Run 1, logic cells by family:
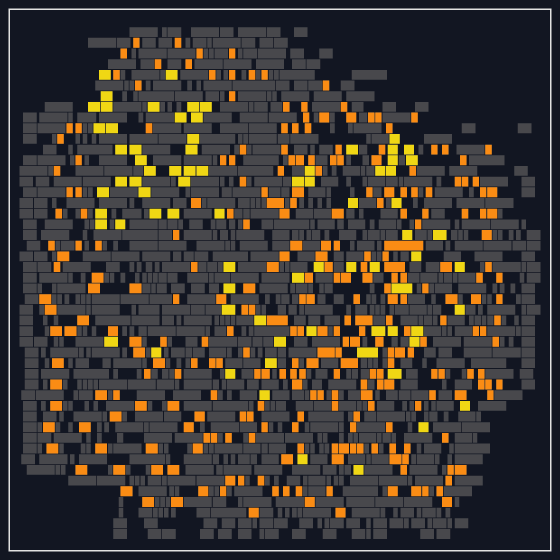
Run 1, clock network drawn from the DEF:
The bar under the picture is 50 microns long.
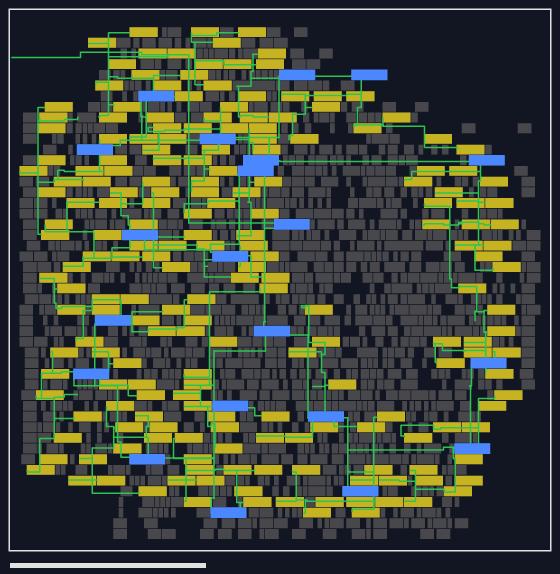
Run 1, clock wiring as the flow saved it:
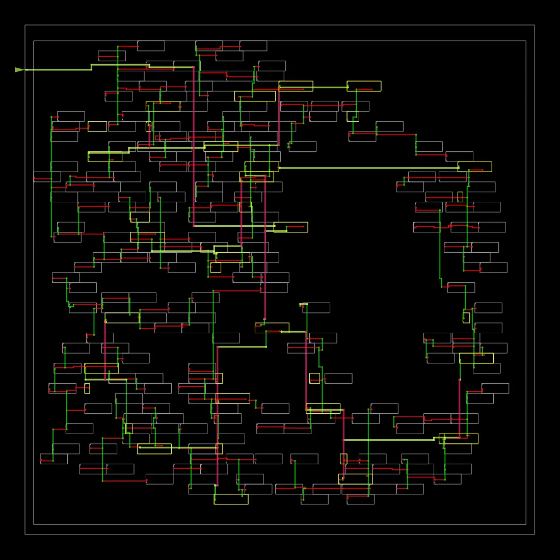
<file path="config.mk">
export PLATFORM = sky130hd
export DESIGN_NAME = divu_seq
export DESIGN_NICKNAME = d
export VERILOG_FILES = /design/src/rtl/divu_seq_pkg.sv /design/src/rtl/divu_seq_sltu32.sv /design/src/rtl/divu_seq.sv
export SDC_FILE = /design/constraint.sdc
export NUM_CORES = 1
export LEC_CHECK = 0
export ABC_CLOCK_PERIOD_IN_PS = 6600
export CAP_MARGIN = 40
export CORE_MARGIN = 2
export CORE_UTILIZATION = 55
export DETAILED_ROUTE_END_ITERATION = 12
export PLACE_DENSITY = 0.88
export SYNTH_ARGS = -nofsm -noshare
export SYNTH_HDL_FRONTEND = slang
export SYNTH_HIERARCHICAL = 1
export SYNTH_SLANG_ARGS = --single-unit
</file>
<file path="constraint.sdc">
create_clock -name clk -period 6.6 [get_ports clk]
set_input_delay 0.66 -clock clk [delete_from_list [all_inputs] [get_ports clk]]
set_output_delay 0.66 -clock clk [all_outputs]
set_load 0.01 [all_outputs]
</file>
<file path="src/rtl/divu_seq_pkg.sv">
// -----------------------------------------------------------------------------
// divu_seq_pkg
//   Shared CPU definitions for the sequential unsigned divider.
//   Holds the divider FSM state encoding, the datapath width, the iteration
//   count and the derived counter width and reload value.
// -----------------------------------------------------------------------------
package divu_seq_pkg;

    // Datapath width of the divider (operands and results).
    localparam int DIV_WIDTH = 32;

    // One restoring step per dividend bit.
    localparam int DIV_ITERS = 32;

    // Iteration counter width and the value loaded when a division starts.
    // The counter runs from DIV_ITERS-1 down to 0, so it gives exactly
    // DIV_ITERS RUN cycles.
    localparam int                CNT_W    = $clog2(DIV_ITERS);
    localparam logic [CNT_W-1:0] CNT_LAST = CNT_W'(DIV_ITERS - 1);

    // Divider FSM state encoding.
    typedef enum logic [1:0] {
        ST_IDLE = 2'd0,
        ST_RUN  = 2'd1,
        ST_DONE = 2'd2
    } div_state_e;

endpackage : divu_seq_pkg

</file>
<file path="src/rtl/divu_seq_sltu32.sv">
// -----------------------------------------------------------------------------
// sltu32
//   32-bit unsigned set-less-than. result = {31'b0, (a <u b)}.
//   All 32 bits are treated as magnitude; there is no sign interpretation.
//
// Ports
//   a      : in  32  left operand
//   b      : in  32  right operand
//   result : out 32  bit 0 = 1 when a < b (unsigned), upper bits always 0
// -----------------------------------------------------------------------------
module sltu32
    import divu_seq_pkg::*;
(
    input  logic [DIV_WIDTH-1:0] a,
    input  logic [DIV_WIDTH-1:0] b,
    output logic [DIV_WIDTH-1:0] result
);

    // Borrow chain of a - b, LSB first. The final borrow out is set exactly
    // when b is larger than a as an unsigned number.
    logic [DIV_WIDTH:0] borrow;

    assign borrow[0] = 1'b0;

    generate
        for (genvar gi = 0; gi < DIV_WIDTH; gi++) begin : g_borrow
            // Borrow is generated when a=0,b=1 and propagated when the bits
            // are equal.
            assign borrow[gi+1] = (~a[gi] & b[gi])
                                | (~(a[gi] ^ b[gi]) & borrow[gi]);
        end
    endgenerate

    assign result = {{(DIV_WIDTH-1){1'b0}}, borrow[DIV_WIDTH]};

endmodule : sltu32

</file>
<file path="src/rtl/divu_seq.sv">
// -----------------------------------------------------------------------------
// divu_seq
//   Sequential 32-bit unsigned divider (MIPS DIVU style), restoring algorithm.
//   One quotient bit is produced per clock, MSB first. A division takes
//   exactly 32 RUN cycles followed by a single DONE cycle.
//
// Ports
//   clk         : in   1  clock, rising edge
//   rst_n       : in   1  synchronous active-low reset
//   start       : in   1  request a division; only looked at in IDLE
//   dividend    : in  32  unsigned dividend, captured on an accepted start
//   divisor     : in  32  unsigned divisor, captured on an accepted start
//   flush       : in   1  abort any operation; return to IDLE with no done
//   busy        : out  1  high while in RUN or DONE
//   done        : out  1  one-cycle pulse when results are valid
//   quotient    : out 32  LO result
//   remainder   : out 32  HI result
//   div_by_zero : out  1  captured divisor was zero (set together with done)
//
// Priority at a clock edge: reset, then flush, then normal FSM operation.
// The result registers only change on the edge that enters DONE, so a flush
// or reset-free abort leaves the previous results visible.
// -----------------------------------------------------------------------------
module divu_seq
    import divu_seq_pkg::*;
(
    input  logic                 clk,
    input  logic                 rst_n,
    input  logic                 start,
    input  logic [DIV_WIDTH-1:0] dividend,
    input  logic [DIV_WIDTH-1:0] divisor,
    input  logic                 flush,
    output logic                 busy,
    output logic                 done,
    output logic [DIV_WIDTH-1:0] quotient,
    output logic [DIV_WIDTH-1:0] remainder,
    output logic                 div_by_zero
);

    // -------------------------------------------------------------------------
    // State
    // -------------------------------------------------------------------------
    div_state_e           state_reg;
    logic [CNT_W-1:0]     count_reg;
    logic [DIV_WIDTH-1:0] dvd_reg;        // dividend, shifted left each step
    logic [DIV_WIDTH-1:0] dsr_reg;        // captured divisor
    logic [DIV_WIDTH-1:0] rem_reg;        // partial remainder accumulator
    logic [DIV_WIDTH-1:0] quo_reg;        // quotient bits collected so far

    logic                 busy_reg;
    logic                 done_reg;
    logic [DIV_WIDTH-1:0] quotient_reg;
    logic [DIV_WIDTH-1:0] remainder_reg;
    logic                 dbz_reg;

    // -------------------------------------------------------------------------
    // One restoring step
    // -------------------------------------------------------------------------
    logic                 carry;
    logic [DIV_WIDTH-1:0] shifted;
    logic [DIV_WIDTH-1:0] slt_result;
    logic [DIV_WIDTH-2:0] slt_unused;
    logic                 ge;
    logic [DIV_WIDTH-1:0] rem_next;
    logic [DIV_WIDTH-1:0] quo_next;

    // Bring the next dividend bit into the partial remainder. The bit that
    // falls off the top is the 33rd bit of the shifted value; when it is set
    // the shifted value is certainly >= divisor, whatever the low 32 bits say.
    assign carry   = rem_reg[DIV_WIDTH-1];
    assign shifted = {rem_reg[DIV_WIDTH-2:0], dvd_reg[DIV_WIDTH-1]};

    sltu32 u_cmp (
        .a      (shifted),
        .b      (dsr_reg),
        .result (slt_result)
    );

    // Only bit 0 of the comparator carries information.
    assign slt_unused = slt_result[DIV_WIDTH-1:1];

    assign ge = carry | ~slt_result[0];

    // With carry set the true 33-bit difference fits in 32 bits, so the
    // wrap-around 32-bit subtraction gives the right remainder.
    assign rem_next = ge ? (shifted - dsr_reg) : shifted;
    assign quo_next = {quo_reg[DIV_WIDTH-2:0], ge};

    // -------------------------------------------------------------------------
    // FSM and datapath registers
    // -------------------------------------------------------------------------
    always_ff @(posedge clk) begin
        if (!rst_n) begin
            state_reg     <= ST_IDLE;
            count_reg     <= '0;
            dvd_reg       <= '0;
            dsr_reg       <= '0;
            rem_reg       <= '0;
            quo_reg       <= '0;
            busy_reg      <= 1'b0;
            done_reg      <= 1'b0;
            quotient_reg  <= '0;
            remainder_reg <= '0;
            dbz_reg       <= 1'b0;
        end else if (flush) begin
            // Abort: results are deliberately left untouched.
            state_reg <= ST_IDLE;
            busy_reg  <= 1'b0;
            done_reg  <= 1'b0;
        end else begin
            case (state_reg)
                ST_IDLE: begin
                    done_reg <= 1'b0;
                    if (start) begin
                        state_reg <= ST_RUN;
                        busy_reg  <= 1'b1;
                        dvd_reg   <= dividend;
                        dsr_reg   <= divisor;
                        rem_reg   <= '0;
                        quo_reg   <= '0;
                        count_reg <= CNT_LAST;
                    end
                end

                ST_RUN: begin
                    rem_reg <= rem_next;
                    quo_reg <= quo_next;
                    dvd_reg <= {dvd_reg[DIV_WIDTH-2:0], 1'b0};
                    if (count_reg == '0) begin
                        // Last step: publish the results from this step's
                        // values directly, they are not in rem/quo yet.
                        state_reg     <= ST_DONE;
                        done_reg      <= 1'b1;
                        quotient_reg  <= quo_next;
                        remainder_reg <= rem_next;
                        dbz_reg       <= (dsr_reg == '0);
                    end else begin
                        count_reg <= count_reg - CNT_W'(1);
                    end
                end

                ST_DONE: begin
                    state_reg <= ST_IDLE;
                    busy_reg  <= 1'b0;
                    done_reg  <= 1'b0;
                end

                default: begin
                    state_reg <= ST_IDLE;
                    busy_reg  <= 1'b0;
                    done_reg  <= 1'b0;
                end
            endcase
        end
    end

    // -------------------------------------------------------------------------
    // Outputs (all registered)
    // -------------------------------------------------------------------------
    assign busy        = busy_reg;
    assign done        = done_reg;
    assign quotient    = quotient_reg;
    assign remainder   = remainder_reg;
    assign div_by_zero = dbz_reg;

endmodule : divu_seq
</file>
==> out/metrics.csv, run 1 <==
stage,metric,value,unit
worst_setup_path,reg-to-reg critical path startpoint,rem_reg[13],
worst_setup_path,Crit path top cell by count,a21oi_1,
min_path,Tightest Hold Check Type,reg -> reg,
layout,Seq/total area,33.6,%
yosys,Yosys warnings,6,
clocking,root buf cell,clkbuf_16,
power_and_ir_drop,cell-internal power,2.24,mW
sta,part of the cycle the worst path needs,55.3,%
power_and_ir_drop,Sw Share,31.2,%
routing,initial DRC count,736,
sta,fmax,274,MHz
sta,Final TNS setup,0,ps
power_and_ir_drop,Tot Pwr,3.25,mW
worst_setup_path,RR Endpoint,remainder[31],
layout,Clock Buffer Count,27,
clocking,Clock Path Buffers,3,
global_routing,grt ovf,0,
placement,Setup WS pre-CTS,3100,ps
clocking,clk slew on worst S/H paths,60,ps
clocking,count of hold-fix buffers inserted at cts,0,
global_routing,GR Layer Usage met1,35.1,%
clocking,H-Tree Depth,1,
placement,gpl congestion,0.989,
global_routing,global route hottest layer,met2,
worst_setup_path,Critical Path Source,rem_reg[13],
worst_setup_path,Crit path required time,6940,ps
global_routing,initial antenna violation count,0,
clocking,CTS resizes,0,
layout,flop count,201,
clocking,post-CTS setup buffers,0,
floorplanning,Die H,138,microns
yosys,Post-Syn Nets,1342,
power_and_ir_drop,leading power group,registers,
layout,ClkCell Share,5.48,%
min_path,Hold Path Stages,2,
worst_setup_path,WS Path Type,reg -> reg,
floorplanning,IO Pins,135,
sta,Least-Margin Pin Slew,725,ps
sta,hold_ws,455,ps
sta,Setup-failing EPs final,0,
floorplanning,Well Taps,225,
routing,routed wl met2,12.7,mm
layout,final-stage net count,1439,
sta,"Hold Vio Cnt, Final",0,
global_routing,number of global-route vias before repair,8750,
placement,area of placed instances,11300,sq um
routing,via count,9125,
yosys,cells after synthesis,1208,
layout,Storage cell area,4020,sq um
worst_setup_path,CP Depth,13,
global_routing,met2 Resource Use GR,47.0,%
min_path,hold wc startpoint,quotient[6],
clocking,clock tree from TritonCTS,yes,
worst_setup_path,highest net fanout along the worst path,43,
layout,logic area,5250,sq um
sta,worst setup margin,2950,ps
routing,Routed WL,26.5,mm
layout,most frequent logic cell in the layout,nand2_1,
layout,combinational share of cell area,43.9,%
worst_setup_path,CP startpoint kind,register,
layout,"Inverters, non-clock",72,
worst_setup_path,R2R setup slack,2950,ps
job,tool warnings,28,
routing,Via-to-Cell Ratio,5.91,
layout,Fillers,1347,
floorplanning,Chip Area,18900,sq um
worst_setup_path,CP Buf/Inv Count,2,
worst_setup_path,cell class contributing the biggest share of worst-path delay,AND-OR/OR-AND gates,
job,max cap viols,0,
placement,Placed Cells,1506,
layout,Top class by area,combinational gates,
floorplanning,Die X-Extent,138,microns
placement,HPWL after detailed placement,18.2,mm
layout,layout cell share with drive strength beyond 1,5.31,%
routing,Routed wire per std cell,17.1,microns
power_and_ir_drop,PwrDens,272,nW/um^2
floorplanning,FP Util,56.5,%
global_routing,Tot GR Track Use,27.7,%
sta,crit path time final,3650,ps
global_routing,met3 global-route usage,5.59,%
worst_setup_path,Worst EP arrival,3990,ps
yosys,Mapped Area,9810,sq um
yosys,synthesized area per cell,8.12,sq um
layout,count of multi-input gates,860,
worst_setup_path,CP Capture Type,register,
global_routing,global-route wire length before repair,42.4,mm
clocking,clk sinks,201,
layout,area grow syn2layout,21.9,%
min_path,Hold Path End,quotient[6],
routing,top layer in use,met4,
worst_setup_path,CP endpoint,remainder[31],
worst_setup_path,Worst path max stage delay,560,ps
sta,Max-slew headroom,51.7,%
power_and_ir_drop,Flop+latch power,1.30,mW
worst_setup_path,critical-path cell list,"inv_1, ha_1, a21o_1, a2111oi_0, o21ai_0, a21oi_1, o211ai_1, nand2b_1, buf_4, nand2_1, mux2i_1, xnor2_1, a21oi_1",
routing,drt pass-1 iters,5,
power_and_ir_drop,Pleak,4.58,nW
power_and_ir_drop,Flop pwr share,39.9,%
layout,Non-CTS buffers,149,
placement,port buffer count,134,
sta,RSZ-0062 raised after global routing,false,
worst_setup_path,Worst path slowest cell,a2111oi_0,
layout,Finished Layout Cells,1544,
routing,DR WL met3,2.08,mm
routing,Remaining DRCs,0,
layout,Top Layout Cells,"253 x nand2_1, 201 x dfxtp_1, 134 x clkdlybuf4s50_1",
power_and_ir_drop,Combinational Power Share,25.3,%
power_and_ir_drop,Sw Pwr,1.02,mW
global_routing,largest net degree at the start of global routing,75,
worst_setup_path,worst reg2reg path depth,13,
power_and_ir_drop,VDD IR max,196,uV
floorplanning,Core Area,17400,sq um
layout,Post-Layout Inst Area,12000,sq um
routing,DRT antenna net count,0,
routing,M1 WL,11.0,mm
power_and_ir_drop,Comb group,823,uW
status,status,"complete, no violations",
floorplanning,FP Rows,48,
layout,Final Core Density,68.9,%
layout,n_diodes,0,
layout,NonClk Buf Share,12.3,%
sta,"Slew Viols, Final",0,
About 'logic cells by family':
color	family	cells	most used
yellow	AND-OR and OR-AND gates	76	a22o_1
orange	inverting AOI/OAI gates	278	a21oi_1

About 'clock network drawn from the DEF':
[green] clock wires | length: 2,250 microns
[blue] cells driving clock nets | count: 21
[yellow] flip-flops | count: 201
flops lie	all over the die
clock group total power: 1.13 mW
Clk pwr share: 34.8%
clk_lat worst skew: 490 ps

About 'clock wiring as the flow saved it':
skew final: 11.1 ps
total CTS buffers: 21

Run 1, wires at chosen ports, followed through buffers:
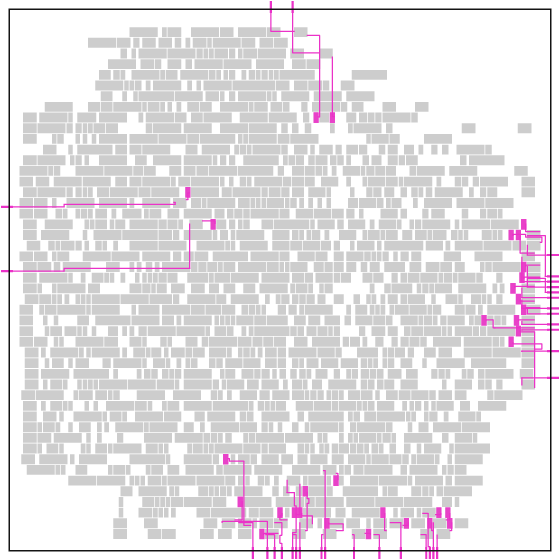

==> run 1 -> run 2 <==
--- a/config.mk
+++ b/config.mk
@@ -5,7 +5,7 @@
 export SDC_FILE = /design/constraint.sdc
 export NUM_CORES = 1
 export LEC_CHECK = 0
-export ABC_CLOCK_PERIOD_IN_PS = 6600
+export ABC_CLOCK_PERIOD_IN_PS = 3600
 export CAP_MARGIN = 40
 export CORE_MARGIN = 2
 export CORE_UTILIZATION = 55
==> constraint.sdc (replaced) <==
create_clock -name clk -period 3.6 [get_ports clk]
set_input_delay 0.36 -clock clk [delete_from_list [all_inputs] [get_ports clk]]
set_output_delay 0.36 -clock clk [all_outputs]
set_load 0.01 [all_outputs]
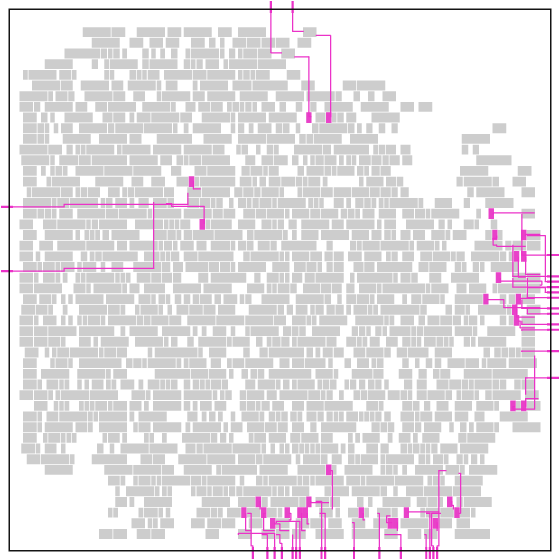
Run 2: wires at chosen ports, followed through buffers
color	port	bits	direction	edge	end cells	buffers	wire
magenta	`divisor`	32	input	16 bottom, 12 right, 2 top, 2 left	32	32	657 microns
port buffer count: 134
IO Pins: 135

==> run 2 against run 1 <==
Against the previous run: final cell count increased by 0.52%; critical path type unchanged; sequential cell count stayed put; via count is 1.3% higher; design area up 1.2%; die area unchanged; synthesized cell count did not move; total power rose by 91%; clock skew down 5.1 ps; clock power rose by 110%; hold slack got worse by 50 ps.
==> out/metrics.csv, run 2 <==
stage,metric,value,unit
layout,final-stage net count,1447,
sta,Max-slew headroom,40.6,%
clocking,Clock Path Buffers,3,
clocking,CTS resizes,0,
power_and_ir_drop,Comb group,1.50,mW
layout,Fillers,1315,
worst_setup_path,CP startpoint kind,register,
sta,fmax,298,MHz
layout,Storage cell area,4020,sq um
layout,Non-CTS buffers,157,
job,tool warnings,28,
power_and_ir_drop,Flop+latch power,2.37,mW
layout,"Inverters, non-clock",72,
sta,part of the cycle the worst path needs,93.2,%
clocking,root buf cell,clkbuf_16,
worst_setup_path,Worst path max stage delay,610,ps
min_path,Hold Path End,dsr_reg[9],
layout,NonClk Buf Share,12.7,%
clocking,total CTS buffers,21,
clocking,clk slew on worst S/H paths,60,ps
global_routing,global route hottest layer,met2,
floorplanning,FP Util,56.5,%
layout,Final Core Density,69.8,%
worst_setup_path,WS Path Type,reg -> reg,
power_and_ir_drop,PwrDens,514,nW/um^2
sta,Least-Margin Pin Slew,887,ps
floorplanning,Die X-Extent,138,microns
job,max cap viols,0,
min_path,hold wc startpoint,divisor[9],
worst_setup_path,Crit path required time,4020,ps
min_path,Hold Path Stages,3,
floorplanning,Core Area,17400,sq um
worst_setup_path,highest net fanout along the worst path,21,
global_routing,met2 Resource Use GR,46.5,%
worst_setup_path,Worst EP arrival,3780,ps
global_routing,Tot GR Track Use,28.3,%
power_and_ir_drop,Combinational Power Share,24.2,%
global_routing,met3 global-route usage,5.52,%
worst_setup_path,CP Buf/Inv Count,2,
worst_setup_path,CP Depth,13,
layout,Finished Layout Cells,1552,
yosys,synthesized area per cell,8.12,sq um
clocking,post-CTS setup buffers,0,
layout,logic area,5250,sq um
placement,area of placed instances,11400,sq um
power_and_ir_drop,VDD IR max,386,uV
worst_setup_path,CP Capture Type,register,
power_and_ir_drop,Flop pwr share,38.1,%
clocking,H-Tree Depth,1,
layout,Post-Layout Inst Area,12100,sq um
layout,most frequent logic cell in the layout,nand2_1,
worst_setup_path,Worst path slowest cell,a2111oi_0,
placement,Placed Cells,1515,
power_and_ir_drop,Pleak,4.68,nW
sta,hold_ws,405,ps
worst_setup_path,cell class contributing the biggest share of worst-path delay,AND-OR/OR-AND gates,
routing,drt pass-1 iters,6,
worst_setup_path,critical-path cell list,"inv_1, ha_1, a21o_1, a2111oi_0, o21ai_0, a21oi_1, o211ai_1, nand2b_1, buf_4, nor2_1, a21oi_1, nor2_1, nor3_1",
sta,Setup-failing EPs final,0,
worst_setup_path,worst reg2reg path depth,13,
routing,DR WL met3,2.21,mm
global_routing,initial antenna violation count,0,
clocking,clk_lat worst skew,500,ps
yosys,Mapped Area,9810,sq um
status,status,"complete, no violations",
power_and_ir_drop,leading power group,registers,
worst_setup_path,Critical Path Source,rem_reg[13],
layout,combinational share of cell area,43.3,%
global_routing,GR Layer Usage met1,36.6,%
routing,Routed WL,26.7,mm
routing,Remaining DRCs,0,
power_and_ir_drop,Sw Pwr,1.86,mW
power_and_ir_drop,Clk pwr share,37.7,%
layout,layout cell share with drive strength beyond 1,5.95,%
layout,n_diodes,0,
yosys,cells after synthesis,1208,
sta,crit path time final,3350,ps
sta,RSZ-0062 raised after global routing,false,
clocking,count of hold-fix buffers inserted at cts,0,
placement,gpl congestion,0.954,
sta,"Hold Vio Cnt, Final",0,
routing,Via-to-Cell Ratio,5.95,
global_routing,number of global-route vias before repair,8842,
sta,Final TNS setup,0,ps
power_and_ir_drop,Tot Pwr,6.22,mW
layout,ClkCell Share,6.16,%
yosys,Post-Syn Nets,1342,
placement,HPWL after detailed placement,18.4,mm
floorplanning,Chip Area,18900,sq um
routing,initial DRC count,772,
worst_setup_path,RR Endpoint,remainder[22],
floorplanning,FP Rows,48,
global_routing,global-route wire length before repair,43.1,mm
layout,Top Layout Cells,"253 x nand2_1, 201 x dfxtp_1, 134 x clkdlybuf4s50_1",
placement,Setup WS pre-CTS,425,ps
layout,Seq/total area,33.2,%
routing,DRT antenna net count,0,
routing,M1 WL,11.1,mm
layout,Top class by area,combinational gates,
routing,via count,9242,
yosys,Yosys warnings,6,
floorplanning,Well Taps,225,
worst_setup_path,R2R setup slack,250,ps
global_routing,grt ovf,0,
routing,top layer in use,met4,
layout,count of multi-input gates,860,
clocking,clock tree from TritonCTS,yes,
global_routing,largest net degree at the start of global routing,66,
routing,routed wl met2,12.4,mm
routing,Routed wire per std cell,17.2,microns
power_and_ir_drop,cell-internal power,4.36,mW
power_and_ir_drop,Sw Share,29.9,%
layout,area grow syn2layout,23.4,%
floorplanning,Die H,138,microns
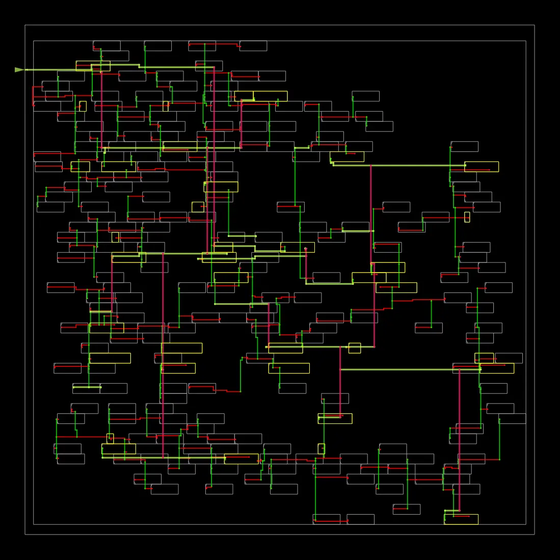
Run 2: clock wiring as the flow saved it
flop count: 201
clock group total power: 2.34 mW
Clock Buffer Count: 27
skew final: 6.06 ps
clk sinks: 201

Run 2, clock network drawn from the DEF:
The bar under the picture is 50 microns long.
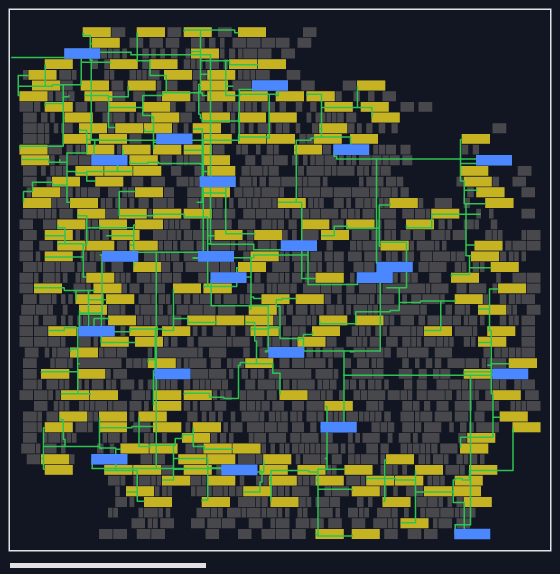

==> run 2 -> run 3 <==
--- a/config.mk
+++ b/config.mk
@@ -5,10 +5,10 @@
 export SDC_FILE = /design/constraint.sdc
 export NUM_CORES = 1
 export LEC_CHECK = 0
-export ABC_CLOCK_PERIOD_IN_PS = 3600
+export ABC_CLOCK_PERIOD_IN_PS = 4200
 export CAP_MARGIN = 40
-export CORE_MARGIN = 2
 export CORE_UTILIZATION = 55
+export CTS_CLUSTER_DIAMETER = 120
 export DETAILED_ROUTE_END_ITERATION = 12
 export PLACE_DENSITY = 0.88
 export SYNTH_ARGS = -nofsm -noshare
==> constraint.sdc (replaced) <==
create_clock -name clk -period 4.2 [get_ports clk]
set_input_delay 0.42 -clock clk [delete_from_list [all_inputs] [get_ports clk]]
set_output_delay 0.42 -clock clk [all_outputs]
set_load 0.01 [all_outputs]
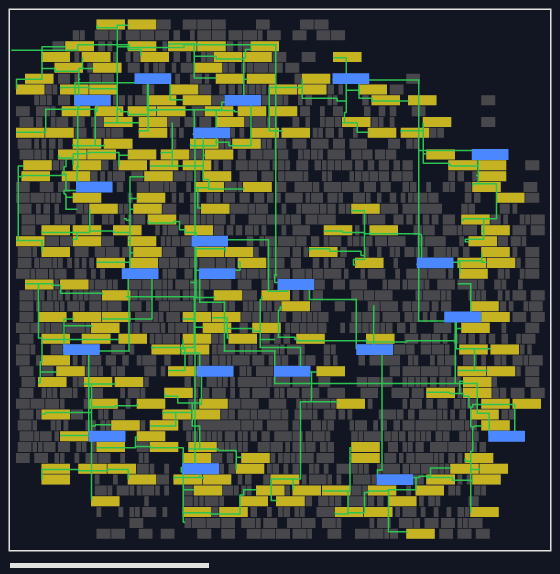
Run 3: clock network drawn from the DEF
The bar under the picture is 50 microns long.
[yellow] flip-flops | count: 201
[blue] cells driving clock nets | count: 21
[green] clock wires | length: 2,400 microns
routed clock nets	22
flops lie	all over the die

==> run 3 against run 2 <==
Against the previous run: first-iteration DRC count down 22%; sequential power down 14%; design area down 1.0%; total power down 18%; worst setup slack better by 700 ps; critical endpoint is now remainder[31]; largest cell class unchanged; highest routed layer unchanged.
==> out/metrics.csv, run 3 <==
stage,metric,value,unit
sta,"Hold Vio Cnt, Final",0,
layout,combinational share of cell area,43.8,%
placement,Setup WS pre-CTS,1110,ps
routing,M1 WL,11.0,mm
yosys,synthesized area per cell,8.12,sq um
clocking,clock tree from TritonCTS,yes,
routing,routed wl met2,11.6,mm
placement,HPWL after detailed placement,17.7,mm
power_and_ir_drop,clock group total power,1.82,mW
global_routing,met3 global-route usage,5.91,%
layout,flop count,201,
power_and_ir_drop,leading power group,registers,
yosys,Yosys warnings,6,
routing,Remaining DRCs,0,
min_path,Tightest Hold Check Type,reg -> reg,
layout,Final Core Density,69.0,%
layout,Post-Layout Inst Area,12000,sq um
layout,Clock Buffer Count,30,
layout,area grow syn2layout,22.1,%
worst_setup_path,CP Capture Type,register,
floorplanning,Core Area,17400,sq um
global_routing,number of global-route vias before repair,8675,
clocking,count of hold-fix buffers inserted at cts,0,
worst_setup_path,worst reg2reg path depth,13,
floorplanning,Die H,136,microns
power_and_ir_drop,PwrDens,426,nW/um^2
power_and_ir_drop,Flop pwr share,39.9,%
worst_setup_path,Worst path max stage delay,530,ps
global_routing,largest net degree at the start of global routing,65,
layout,Fillers,1345,
power_and_ir_drop,cell-internal power,3.55,mW
placement,gpl congestion,0.934,
clocking,post-CTS setup buffers,0,
min_path,hold wc startpoint,quotient[20],
placement,area of placed instances,11300,sq um
power_and_ir_drop,Combinational Power Share,24.5,%
sta,part of the cycle the worst path needs,77.4,%
placement,port buffer count,134,
clocking,root buf cell,clkbuf_16,
clocking,total CTS buffers,21,
layout,Storage cell area,4020,sq um
routing,initial DRC count,604,
clocking,CTS resizes,0,
worst_setup_path,CP startpoint kind,register,
placement,Placed Cells,1511,
floorplanning,Chip Area,18400,sq um
yosys,Post-Syn Nets,1342,
routing,top layer in use,met4,
worst_setup_path,Critical Path Source,rem_reg[23],
global_routing,global-route wire length before repair,41.7,mm
min_path,Hold Path End,quotient[20],
routing,Routed wire per std cell,16.4,microns
power_and_ir_drop,Sw Share,30.3,%
worst_setup_path,Crit path required time,4550,ps
layout,logic area,5250,sq um
layout,ClkCell Share,5.57,%
routing,DR WL met3,1.95,mm
layout,Top Layout Cells,"253 x nand2_1, 201 x dfxtp_1, 134 x clkdlybuf4s50_1",
floorplanning,FP Rows,48,
sta,fmax,308,MHz
worst_setup_path,CP Depth,13,
floorplanning,IO Pins,135,
power_and_ir_drop,Sw Pwr,1.55,mW
worst_setup_path,highest net fanout along the worst path,15,
global_routing,global route hottest layer,met2,
yosys,cells after synthesis,1208,
worst_setup_path,Worst EP arrival,3610,ps
layout,Seq/total area,33.6,%
global_routing,initial antenna violation count,0,
global_routing,GR Layer Usage met1,36.0,%
sta,"Slew Viols, Final",0,
power_and_ir_drop,Flop+latch power,2.04,mW
worst_setup_path,WS Path Type,reg -> reg,
worst_setup_path,cell class contributing the biggest share of worst-path delay,AND-OR/OR-AND gates,
layout,NonClk Buf Share,12.4,%
layout,layout cell share with drive strength beyond 1,5.44,%
layout,Non-CTS buffers,153,
layout,"Inverters, non-clock",72,
layout,Finished Layout Cells,1548,
power_and_ir_drop,Clk pwr share,35.6,%
worst_setup_path,Worst path slowest cell,a2111oi_0,
sta,worst setup margin,948,ps
sta,hold_ws,453,ps
clocking,clk_lat worst skew,500,ps
worst_setup_path,CP endpoint,remainder[31],
layout,count of multi-input gates,860,
power_and_ir_drop,Comb group,1.25,mW
worst_setup_path,reg-to-reg critical path startpoint,rem_reg[23],
sta,RSZ-0062 raised after global routing,false,
floorplanning,Well Taps,225,
sta,crit path time final,3250,ps
power_and_ir_drop,Tot Pwr,5.10,mW
routing,drt pass-1 iters,6,
clocking,Clock Path Buffers,3,
global_routing,Tot GR Track Use,28.1,%
clocking,H-Tree Depth,1,
yosys,Mapped Area,9810,sq um
clocking,clk sinks,201,
job,tool warnings,28,
sta,Max-slew headroom,45.4,%
routing,Via-to-Cell Ratio,5.84,
worst_setup_path,CP Buf/Inv Count,2,
routing,via count,9048,
worst_setup_path,RR Endpoint,remainder[31],
worst_setup_path,Crit path top cell by count,o21ai_0,
global_routing,grt ovf,0,
worst_setup_path,R2R setup slack,950,ps
worst_setup_path,critical-path cell list,"inv_1, ha_1, a21o_1, a2111oi_0, o21ai_0, o21ai_0, o211ai_1, nand2b_1, buf_4, nand2_1, mux2i_1, xnor2_1, a21oi_1",
floorplanning,FP Util,56.5,%
sta,Setup-failing EPs final,0,
layout,Top class by area,combinational gates,
routing,Routed WL,25.3,mm
status,status,"complete, no violations",
floorplanning,Die X-Extent,136,microns
global_routing,met2 Resource Use GR,46.5,%
layout,final-stage net count,1443,
routing,DRT antenna net count,0,
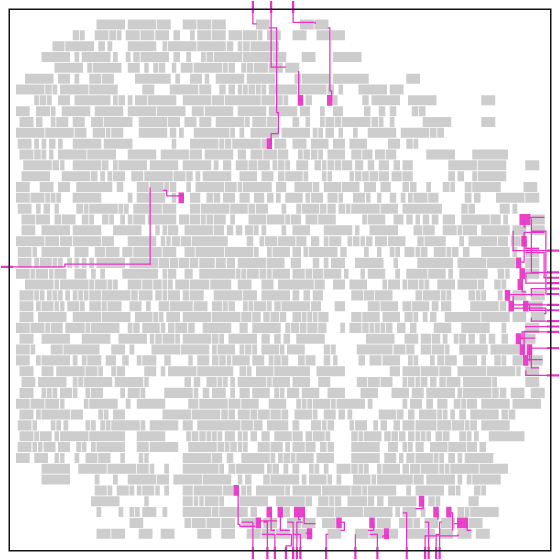
Run 3: wires at chosen ports, followed through buffers
color	port	bits	direction	edge	end cells	buffers	wire
magenta	`divisor`	32	input	15 bottom, 13 right, 3 top, 1 left	32	32	528 microns

Power is estimated from default activity; no workload was simulated.
